**config.mk**
```make
export PLATFORM = sky130hd
export DESIGN_NAME = ssd_display_arbiter
export DESIGN_NICKNAME = d
export VERILOG_FILES = /design/src/rtl/ssd_display_arbiter.sv
export SDC_FILE = /design/constraint.sdc
export NUM_CORES = 1
export LEC_CHECK = 0
export ABC_AREA = 1
export ABC_CLOCK_PERIOD_IN_PS = 6000
export CAP_MARGIN = 20
export CORE_UTILIZATION = 48
export CTS_CLUSTER_DIAMETER = 40
export DETAILED_ROUTE_END_ITERATION = 10
export GPL_TIMING_DRIVEN = 1
export PLACE_DENSITY = 0.89
export REMOVE_ABC_BUFFERS = 1
export SETUP_SLACK_MARGIN = 0.3
export SYNTH_ARGS = -nofsm -noshare
export SYNTH_HDL_FRONTEND = slang
export SYNTH_SLANG_ARGS = --single-unit
export TNS_END_PERCENT = 10
```
**constraint.sdc**
```tcl
create_clock -name clk -period 6 [get_ports clk]
set_clock_uncertainty 0.2 [all_clocks]
set_input_delay 1.2 -clock clk [delete_from_list [all_inputs] [get_ports clk]]
set_output_delay 1.2 -clock clk [all_outputs]
set_load 0.02 [all_outputs]
```
**src/rtl/ssd_display_arbiter.sv**
```systemverilog
// Round-robin time-slicing of a four-digit seven-segment display
// among four requesting sources with a fixed dwell per slot.
module ssd_display_arbiter #(
  parameter int DWELL_COUNTS = 200_000_000
) (
  input  logic         clk,
  input  logic         reset,
  input  logic [3:0]   req,
  input  logic [127:0] words,
  output logic [31:0]  word,
  output logic         enable,
  output logic [3:0]   grant,
  output logic [1:0]   owner,
  output logic         slot_start
);

  localparam int CW = $clog2(DWELL_COUNTS);
  localparam logic [CW-1:0] RELOAD = CW'(DWELL_COUNTS - 1);

  typedef enum logic {
    IDLE,
    HOLD
  } state_e;

  state_e        state_q, state_d;
  logic [CW-1:0] cnt_q, cnt_d;
  logic [1:0]    owner_q, owner_d;
  logic [3:0]    grant_q, grant_d;
  logic [31:0]   word_q, word_d;
  logic          en_q, en_d;
  logic          ss_q, ss_d;

  logic [3:0]    own_oh;
  logic [3:0]    others;
  logic [2:0]    pick_all;
  logic [2:0]    pick_oth;

  // {found, index}: first set mask bit in order last+1 .. last+4 (mod 4)
  function automatic logic [2:0] rr_pick(
    input logic [1:0] last,
    input logic [3:0] mask
  );
    logic [1:0] cand;
    logic [1:0] pick;
    logic       found;
    pick  = last;
    found = 1'b0;
    for (int k = 1; k <= 4; k++) begin
      cand = last + 2'(k);
      if (!found && mask[cand]) begin
        found = 1'b1;
        pick  = cand;
      end
    end
    return {found, pick};
  endfunction

  assign own_oh   = 4'b0001 << owner_q;
  assign others   = req & ~own_oh;
  assign pick_all = rr_pick(owner_q, req);
  assign pick_oth = rr_pick(owner_q, others);

  always_comb begin
    state_d = state_q;
    cnt_d   = cnt_q;
    owner_d = owner_q;
    ss_d    = 1'b0;
    unique case (state_q)
      IDLE: begin
        if (pick_all[2]) begin
          state_d = HOLD;
          owner_d = pick_all[1:0];
          cnt_d   = RELOAD;
          ss_d    = 1'b1;
        end
      end
      HOLD: begin
        // release outranks expiry when both land on the same cycle
        if (!req[owner_q]) begin
          if (pick_oth[2]) begin
            owner_d = pick_oth[1:0];
            cnt_d   = RELOAD;
            ss_d    = 1'b1;
          end else begin
            state_d = IDLE;
          end
        end else if (cnt_q == '0) begin
          cnt_d = RELOAD;
          if (pick_oth[2]) begin
            owner_d = pick_oth[1:0];
            ss_d    = 1'b1;
          end
        end else begin
          cnt_d = cnt_q - CW'(1);
        end
      end
      default: state_d = IDLE;
    endcase
  end

  // outputs follow the next owner so text and grant switch together
  always_comb begin
    grant_d = 4'b0000;
    en_d    = 1'b0;
    word_d  = 32'h0;
    if (state_d == HOLD) begin
      grant_d = 4'b0001 << owner_d;
      en_d    = 1'b1;
      word_d  = words[{owner_d, 5'b00000} +: 32];
    end
  end

  always_ff @(posedge clk) begin
    if (reset) begin
      state_q <= IDLE;
      cnt_q   <= '0;
      owner_q <= 2'd3;
      grant_q <= 4'b0000;
      word_q  <= 32'h0;
      en_q    <= 1'b0;
      ss_q    <= 1'b0;
    end else begin
      state_q <= state_d;
      cnt_q   <= cnt_d;
      owner_q <= owner_d;
      grant_q <= grant_d;
      word_q  <= word_d;
      en_q    <= en_d;
      ss_q    <= ss_d;
    end
  end

  assign word       = word_q;
  assign enable     = en_q;
  assign grant      = grant_q;
  assign owner      = owner_q;
  assign slot_start = ss_q;

endmodule

```
### Logic cells by family, run 1

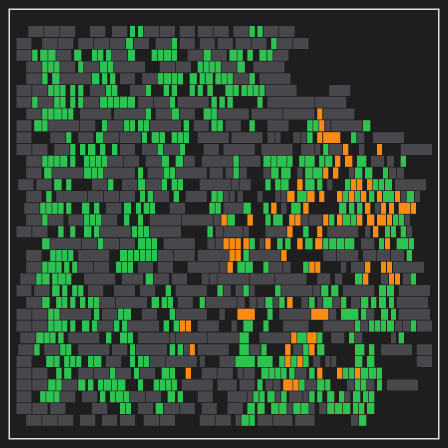
- NOR gates: orange (cells 80; most used nor2_1)
- NAND gates: green (cells 462; most used nand2_1; where spread over the die)

### Placed cells, one colour a class, run 1

The bar under the picture is 20 um long.
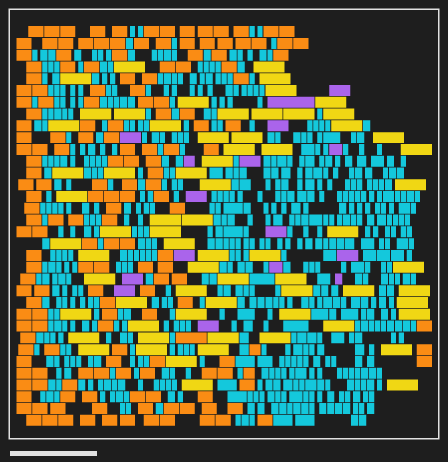
- clock drivers and dummy loads: purple (cells 16; share of their area 3.4%)
- other buffers and delay cells: orange (cells 176; share of their area 28%)
- all other logic: cyan (cells 653; share of their area 47%)
- flip-flops: yellow (cells 68; share of their area 22%)

==> metrics.csv, run 1 <==
metric;value;unit
dr.pass1.iters;5;
grt_pass1_vias;5249;
placed_cells;1004;
num-fill-cells;731;
cts_buffers;9;
setup_violations;0;
p_sw;1.70;mW
worst_slew_pin_slew;0.872;ns
rsz0062_at_grt;no;
grt.overflow.total;0;
path_common_cell;nand2_1;
top_cell_area_share;0.302;
insertion_delay;0.34;ns
path_buffers;3;
antenna_found_initial;0;
maxSlewViolCount;0;
cp_top_family;simple AND/OR/NAND/NOR gates;
avgViaCountPerCell;5.41;
p_int;1.58;mW
grt_max_degree;68;
ir_drop;0.424;mV
finalHoldViolations;0;
rows;34;
outcome;complete, no violations;
r2r-start;owner[0];
fin_setup_tns;0;ns
ys_cells;758;
cts_resized;0;
timing.rr.end;word[2];
drive_above_1_share;0.0438;
cts-htree-levels;3;
fin_ws;2.14;ns
path_class;in2reg;
power_leakage;3.03;nW
combPwrFrac;0.655;
cap_violations;0;
drtIter0Drc;345;
syn_inst;758;
period_used_share;0.643;
ios;174;
whs;0.266;ns
logic_area;2760;sq um
rrSetupSlack;2.37;ns
area_leaders;dfxtp_1 30%, nand2_1 27%, nand3_1 13%;
warning_count;29;
cts_tree;built;
ys_area;4500;sq um
power_density;513;nW/um^2
fin_nets;1048;
n_antenna_cell;0;
clock_power_share;0.120;
grt_pass1_wl;23500;um
whs_endpoint;cnt_q[0];
yosysUniqueCellTypes;36;
cts_setup_buffers;0;
flop_area;1360;sq um
### Routing congestion map, run 1

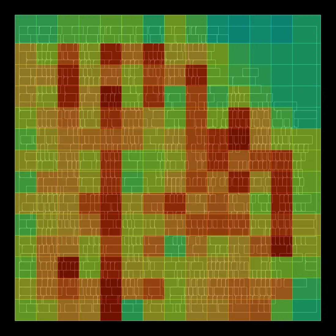
met3 usage: 0.107
GRT met1 Usage: 0.326

run 1: power groups by stage:
stage | Clock [mW] | Combinational [mW] | Sequential (mW)
2_1_floorplan | 0 | 1.35 | 0.817
6_report | 0.393 | 2.15 | 0.738
5_1_grt | 0.420 | 2.39 | 0.754
4_1_cts | 0.399 | 2.11 | 0.735
3_3_place_gp | 0 | 2.02 | 0.739
3_5_place_dp | 0 | 2.10 | 0.742
run 1: cells in the mapped netlist (all sizes together):
library cell and count:
a21boi 1, a21oi 25, a31oi 1, buf 32
clkbuf 5, clkinv 1, dfxtp 68, ha 6
inv 42, nand2 333, nand3 116, nand3b 2
nand4 11, nor2 73, nor3 5, nor3b 1
nor4 1, o211ai 2, o21ai 21, o2bb2ai 1
or2 1, xnor2 5, xor2 5
run 1: layer usage:
metal | vias up | GRT usage
li1 | 2713 | -
met2 | 252 | 0.532
met3 | 51 | 0.107
met5 | - | 0
met1 | 2507 | 0.326
met4 | 0 | 0.131
run 1: flip-flops by register name, summed over array words and instances (netlist names):
register,cells
slot_start,1
owner,2
state_q,1
cnt_q,28
grant,4
word,32
run 1: worst max-delay path by stage:
stage	start	end	slack, ns	cells past startpoint
3_5_place_dp	req[1]	word[2]	1.85	13
4_1_cts	req[1]	word[2]	2.19	13
6_report	req[1]	word[2]	2.14	13
2_1_floorplan	req[1]	word[0]	1.74	13
3_3_place_gp	req[1]	grant[0]	1.96	13
5_1_grt	req[1]	word[2]	1.97	13
run 1: cell families (layout without fill, tap and decap cells):
group | count (synthesis) | after routing | synth area share
compound gates | 51 | 51 | 0.0662
xor+xnor | 10 | 10 | 0.0195
fa+ha+maj | 6 | 6 | 0.0167
buf+inv | 80 | 235 | 0.0853
flops | 68 | 68 | 0.302
simple gates | 543 | 543 | 0.510
run 1: layout make-up:
cell class	count	area share
Tap cell	108	0.0211
Clock inverter	5	0.00940
Timing Repair Buffer	176	0.276
Sequential cell	68	0.213
Inverter	43	0.0253
Clock buffer	11	0.0237
Multi-Input combinational cell	610	0.431
run 1: cells in the final DEF (no fill, tap or decap), types with 2 or more instances in the layout:
cell             Yosys  layout
a21oi_1             24      24
buf_4                5       2
clkbuf_8             0      11
clkdlybuf4s50_1      0     173
clkinv_4             0       2
dfxtp_1             68      68
ha_1                 6       6
inv_1               40      40
inv_2                2       2
nand2_1            326     326
nand2_2              6       6
nand3_1            115     115
nand3b_1             2       2
nand4_1             10      10
nor2_1              68      68
nor2_2               2       2
nor2_4               3       3
nor3_1               5       5
o211ai_1             2       2
o21ai_0             16      16
o21ai_1              2       2
o21ai_2              2       2
xnor2_1              5       5
xor2_1               5       5
### Where the registers sit, run 1

The bar under the picture is 20 um long. Other sequential cells in the stronger grey, the rest of the logic in the fainter grey.
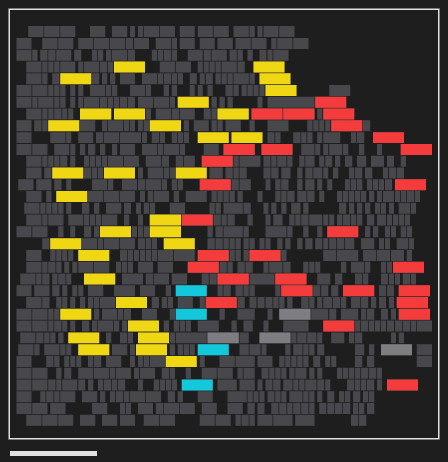

--- run 2 (diff from run 1) ---
--- a/config.mk
+++ b/config.mk
@@ -6,13 +6,13 @@
 export NUM_CORES = 1
 export LEC_CHECK = 0
 export ABC_AREA = 1
-export ABC_CLOCK_PERIOD_IN_PS = 6000
+export ABC_CLOCK_PERIOD_IN_PS = 3600
 export CAP_MARGIN = 20
-export CORE_UTILIZATION = 48
+export CORE_UTILIZATION = 45
 export CTS_CLUSTER_DIAMETER = 40
 export DETAILED_ROUTE_END_ITERATION = 10
 export GPL_TIMING_DRIVEN = 1
-export PLACE_DENSITY = 0.89
+export PLACE_DENSITY = 0.84
 export REMOVE_ABC_BUFFERS = 1
 export SETUP_SLACK_MARGIN = 0.3
 export SYNTH_ARGS = -nofsm -noshare
==> constraint.sdc (replaced) <==
create_clock -name clk -period 3.6 [get_ports clk]
set_clock_uncertainty 0.2 [all_clocks]
set_input_delay 0.72 -clock clk [delete_from_list [all_inputs] [get_ports clk]]
set_output_delay 0.72 -clock clk [all_outputs]
set_load 0.02 [all_outputs]
### Where the registers sit, run 2

The bar under the picture is 20 um long. Other sequential cells in the stronger grey, the rest of the logic in the fainter grey.
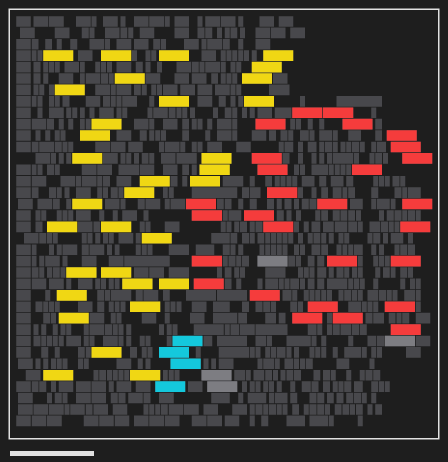
- word: yellow (placed flops 32)
- grant: cyan (placed flops 4; where bottom centre)
- cnt_q: red (placed flops 28)
final core utilization: 0.675
Seq. pwr: 1.19 mW
fraction of area in registers: 0.207
Register Area: 1360 sq um

==> metrics.csv, run 2 <==
metric;value;unit;change
top_cell_area_share;0.302;;unchanged
cap_violations;0;;unchanged
clk_pin_slew;0.07;ns;
grt_pass1_wl;21700;um;-7.8%
cp.required;3.62;ns;
lay_top_cells;326 x nand2_1, 173 x clkdlybuf4s50_1, 115 x nand3_1;;
async_reset_ff_frac;0;;unchanged
cts_tree;built;;
area_leaders;dfxtp_1 30%, nand2_1 27%, nand3_1 13%;;
ir_drop;0.631;mV;+49%
routed_wl;13700;um;
drc;0;;
synthTopCellsByCount;326 x nand2_1, 115 x nand3_1, 68 x dfxtp_1, 68 x nor2_1, 40 x inv_1;;
rsz0062_at_grt;no;;
setup_violations;0;;unchanged
drtIter0Drc;192;;-44%
core;9730;sq um;
fin_ws;0.778;ns;-1.37 ns
fp_util;0.463;;
rows;36;;+5.9%
warning_count;29;;unchanged
lay_top_count;nand2_1;;
ios;174;;unchanged
cts_buffers;9;;unchanged
fin_setup_tns;0;ns;unchanged
avgViaCountPerCell;4.96;;-8.4%
cts-htree-levels;3;;unchanged
power_leakage;3.09;nW;+2.2%
ys_cells;758;;unchanged
path_class;in2reg;;
ys_area;4500;sq um;unchanged
fin_nets;1055;;+0.67%
drive_above_1_share;0.0511;;+0.00728
n_antenna_cell;0;;unchanged
finalHoldViolations;0;;unchanged
cts_sinks;68;;
period_used_share;0.784;;
edf_count;0;;unchanged
outcome;complete, no violations;;
grt.overflow.total;0;;unchanged
grt_max_degree;68;;unchanged
cts_resized;0;;unchanged
num-fill-cells;882;;+21%
insertion_delay;0.34;ns;about the same
num_vias;5218;;
grt_pass1_vias;4733;;-9.8%
ys.flop_type;dfxtp_1;;
worst_slew_pin_slew;0.529;ns;-0.343 ns
cts_setup_buffers;0;;unchanged
syn_inst;758;;unchanged
antenna_found_initial;0;;unchanged
maxSlewViolCount;0;;unchanged
yosysUniqueCellTypes;36;;unchanged
logic_area;2760;sq um;+0.32%
top_cell;nand2_1;;
dr.pass1.iters;5;;unchanged
port-buffer-count;173;;
power_density;860;nW/um^2;+68%
largest_reg_flops;32;;unchanged
[run 2: worst max-delay path, cell delays in order]
cell and delay, ns:
clkdlybuf4s50_1 0.55, nand3_1 0.17, nand3_1 0.14, nand2_1 0.10, nand4_1 0.11, nand2_1 0.10, nand2_4 0.28, inv_1 0.32
o21ai_0 0.26, o21ai_0 0.09
[run 2: layout make-up]
cell class | count | share of cell area
clock buffer | 10 | 0.0209
clock inverter | 6 | 0.0169
inverter | 43 | 0.0246
multi-input combinational | 610 | 0.421
sequential | 68 | 0.207
tap | 133 | 0.0253
timing repair buffer | 183 | 0.284
[run 2: worst paths after layout]
check	startpoint	endpoint	slack [ns]
min reg2reg	cnt_q[0]	cnt_q[0]	0.25
max	req[0]	cnt_q[4]	0.78
max reg2reg	owner[1]	cnt_q[4]	0.84
min	cnt_q[0]	cnt_q[0]	0.25
[run 2: power breakdown]
group          internal [mW]  switching, mW
clock                  0.479          0.302
combinational           1.36           2.32
sequential              1.02          0.164
[run 2: layer usage]
metal / up-vias / track usage / part of all wire
li1: 2738 / - / -
met1: 2261 / 0.304 / 0.40
met2: 192 / 0.449 / 0.48
met3: 27 / 0.107 / 0.092
met4: 0 / 0.0945 / 0.027
met5: - / 0 / 0
[run 2: kinds of logic after synthesis]
logic type | count (synthesis) | share of synthesized area
adder cells (fa/ha/maj) | 6 | 0.0167
flip-flops | 68 | 0.302
AND-OR/OR-AND | 51 | 0.0662
buffers and inverters | 80 | 0.0853
AND/OR/NAND/NOR | 543 | 0.510
XOR/XNOR | 10 | 0.0195
[run 2: metrics by stage]
step                      hold slack [ns]  std cells
after detailed placement            0.239       1037
final                               0.246       1053
after CTS                           0.249       1053
after floorplan                     0.223        721
after global placement              0.235       1037
after global routing                0.283       1053
### Placed cells, one colour a class, run 2

The bar under the picture is 20 um long.
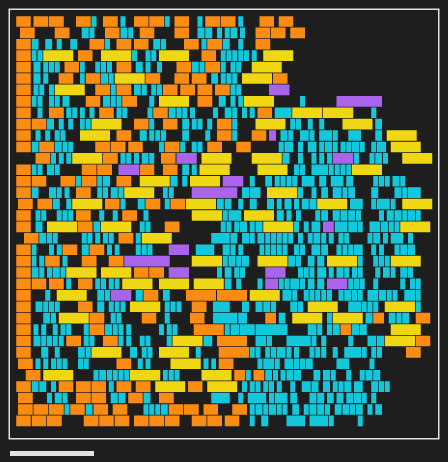

--- run 3 (diff from run 2) ---
--- a/config.mk
+++ b/config.mk
@@ -6,13 +6,13 @@
 export NUM_CORES = 1
 export LEC_CHECK = 0
 export ABC_AREA = 1
-export ABC_CLOCK_PERIOD_IN_PS = 3600
+export ABC_CLOCK_PERIOD_IN_PS = 2400
 export CAP_MARGIN = 20
-export CORE_UTILIZATION = 45
+export CORE_UTILIZATION = 40
 export CTS_CLUSTER_DIAMETER = 40
 export DETAILED_ROUTE_END_ITERATION = 10
 export GPL_TIMING_DRIVEN = 1
-export PLACE_DENSITY = 0.84
+export PLACE_DENSITY = 0.79
 export REMOVE_ABC_BUFFERS = 1
 export SETUP_SLACK_MARGIN = 0.3
 export SYNTH_ARGS = -nofsm -noshare
==> constraint.sdc (replaced) <==
create_clock -name clk -period 2.4 [get_ports clk]
set_clock_uncertainty 0.2 [all_clocks]
set_input_delay 0.48 -clock clk [delete_from_list [all_inputs] [get_ports clk]]
set_output_delay 0.48 -clock clk [all_outputs]
set_load 0.02 [all_outputs]
### Placed cells, one colour a class, run 3

The bar under the picture is 20 um long.
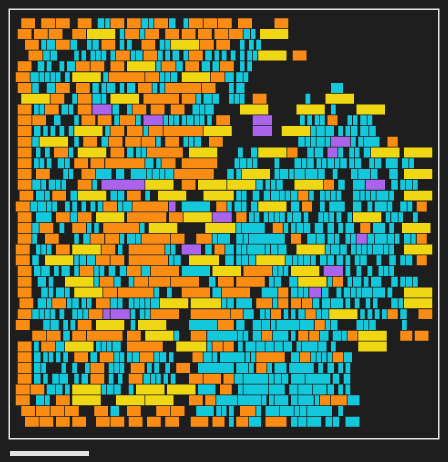
- flip-flops: yellow (cells 68; share of their area 18%)
- all other logic: cyan (cells 654; share of their area 43%)
- clock drivers and dummy loads: purple (cells 16; share of their area 2.6%)
- other buffers and delay cells: orange (cells 248; share of their area 36%)
final core utilization: 0.721
fraction of area in registers: 0.174
design area: 7850 sq um
Cell Rows: 38
Std-Cell Core Area: 10900 sq um

==> metrics.csv, run 3 <==
metric;value;unit;change
drc;0;;unchanged
top_cell;nand2_1;;
power_leakage;3.64;nW;+18%
avgViaCountPerCell;5.45;;+10%
violations;negative setup slack;;
critPathMaxStageDelay;0.34;ns;-0.21 ns
hold_start;cnt_q[0];;
lay_top_count;nand2_1;;
rsz0062_at_grt;yes;;
largest_reg_flops;32;;unchanged
insertion_delay;0.37;ns;+0.03 ns
fin_setup_tns;-0.353;ns;-0.353 ns
crit_path_start;cnt_q[1];;
yosysUniqueCellTypes;36;;unchanged
rrSetupSlack;-0.09;ns;-0.93 ns
grt_pass1_wl;25100;um;+16%
dr.pass1.iters;5;;unchanged
lay_top_cells;275 x nand2_1, 166 x clkdlybuf4s50_1, 101 x nand3_1;;
top_cell_area_share;0.302;;unchanged
edf_count;0;;unchanged
outcome;finished, violations left;;
cpMaxStageDelayCell;dfxtp_2;;
warning_count;31;;+6.9%
cp.required;2.47;ns;-1.15 ns
grt.overflow.total;0;;unchanged
area_leaders;dfxtp_1 30%, nand2_1 27%, nand3_1 13%;;
path_class;reg2reg;;
flop_area;1370;sq um;+0.46%
routed_wl;19800;um;+44%
num-fill-cells;814;;-7.7%
setup_violations;14;;+14
finalNonFillerCells;1126;;+6.9%
p_sw;5.81;mW;+110%
cts_tree;built;;
clk_pin_slew;0.09;ns;+0.02 ns
maxSlewViolCount;0;;unchanged
dr_wl_met2;9730;um;+47%
fin_nets;1121;;+6.3%
num_vias;6139;;+18%
cts-htree-levels;3;;unchanged
grt_pass1_vias;5232;;+11%
ios;174;;unchanged
period_used_share;1.04;;
cts_sinks;68;;unchanged
n_antenna_cell;0;;unchanged
fin_ws;-0.0942;ns;-0.873 ns
top_layer_used;met4;;
r2r-start;cnt_q[1];;
placed_cells;1077;;+3.9%
async_reset_ff_frac;0;;unchanged
p_int;6.13;mW;+110%
logic_area;3160;sq um;+14%
swShare;0.487;;-0.00612
syn_inst;758;;unchanged
ys_cells;758;;unchanged
ys.flop_type;dfxtp_1;;
-- run 3: metal layers --
layer | up-vias | track usage
met4 | 0 | 0.124
met3 | 92 | 0.0820
met1 | 2784 | 0.306
met2 | 380 | 0.489
met5 | - | 0
li1 | 2883 | -
-- run 3: cell families after synthesis --
logic type,synth area share
AND/OR/NAND/NOR,0.510
flip-flops,0.302
AND-OR/OR-AND,0.0662
buffers and inverters,0.0853
XOR/XNOR,0.0195
adder cells (fa/ha/maj),0.0167
-- run 3: final cells by class --
type,count,share of cell area
inverter,43,0.0215
multi-input combinational,611,0.403
clock buffer,10,0.0175
tap,140,0.0223
sequential,68,0.174
timing repair buffer,248,0.353
clock inverter,6,0.00813
-- run 3: repair_timing --
action | 4_1_cts | 5_1_grt
endpoints found under the hold margin | 0 | 0
gates cloned | 5 | 15
setup buffers | 5 | 8
resized | 51 | 93
endpoints found under the setup margin | 69 | 69
hold buffers | 0 | 0
pin swaps | 11 | 59
-- run 3: power by group through the flow --
stage / clock network [mW] / logic, mW / registers (mW)
after global routing: 1.05 / 9.77 / 1.81
after floorplan: 0 / 3.38 / 2.04
final: 1.00 / 9.17 / 1.77
after CTS: 1.00 / 6.84 / 1.75
after global placement: 0 / 5.83 / 1.75
after detailed placement: 0 / 5.89 / 1.76
-- run 3: how the worst max path moves through the flow --
stage | end | slack [ns] | cells past startpoint
floorplan | word[0] | -1.75 | 13
global placement | word[18] | -0.26 | 14
detailed placement | word[16] | -0.29 | 15
CTS | word[12] | 0.10 | 16
global route | word[30] | -0.20 | 16
finish | word[2] | -0.09 | 14
-- run 3: through the flow --
step           hold WS, ns  setup slack [ns]
3_5_place_dp         0.252            -0.292
6_report             0.272           -0.0942
2_1_floorplan        0.223             -1.75
5_1_grt              0.287            -0.198
4_1_cts              0.246             0.105
3_3_place_gp         0.236            -0.257

## Gallery

Wiring by layer.
The bar under the picture is 20 um long. Two of the layers only.
panel A
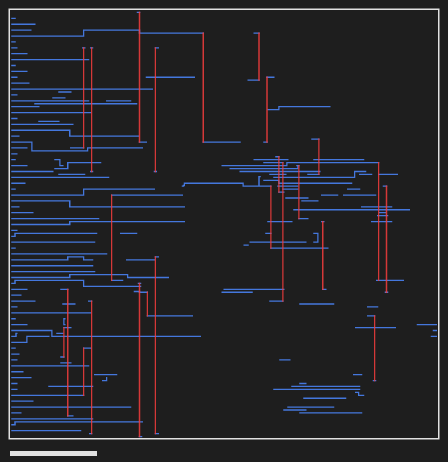
panel B
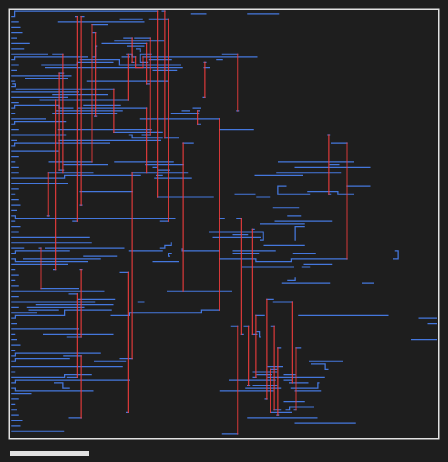
For run 3, see panel B.
For run 1, see panel A.
Of these, largest die: panel B
Of these, most wire: panel B

Power figures rest on the tool's default switching activity, not on a simulated workload.
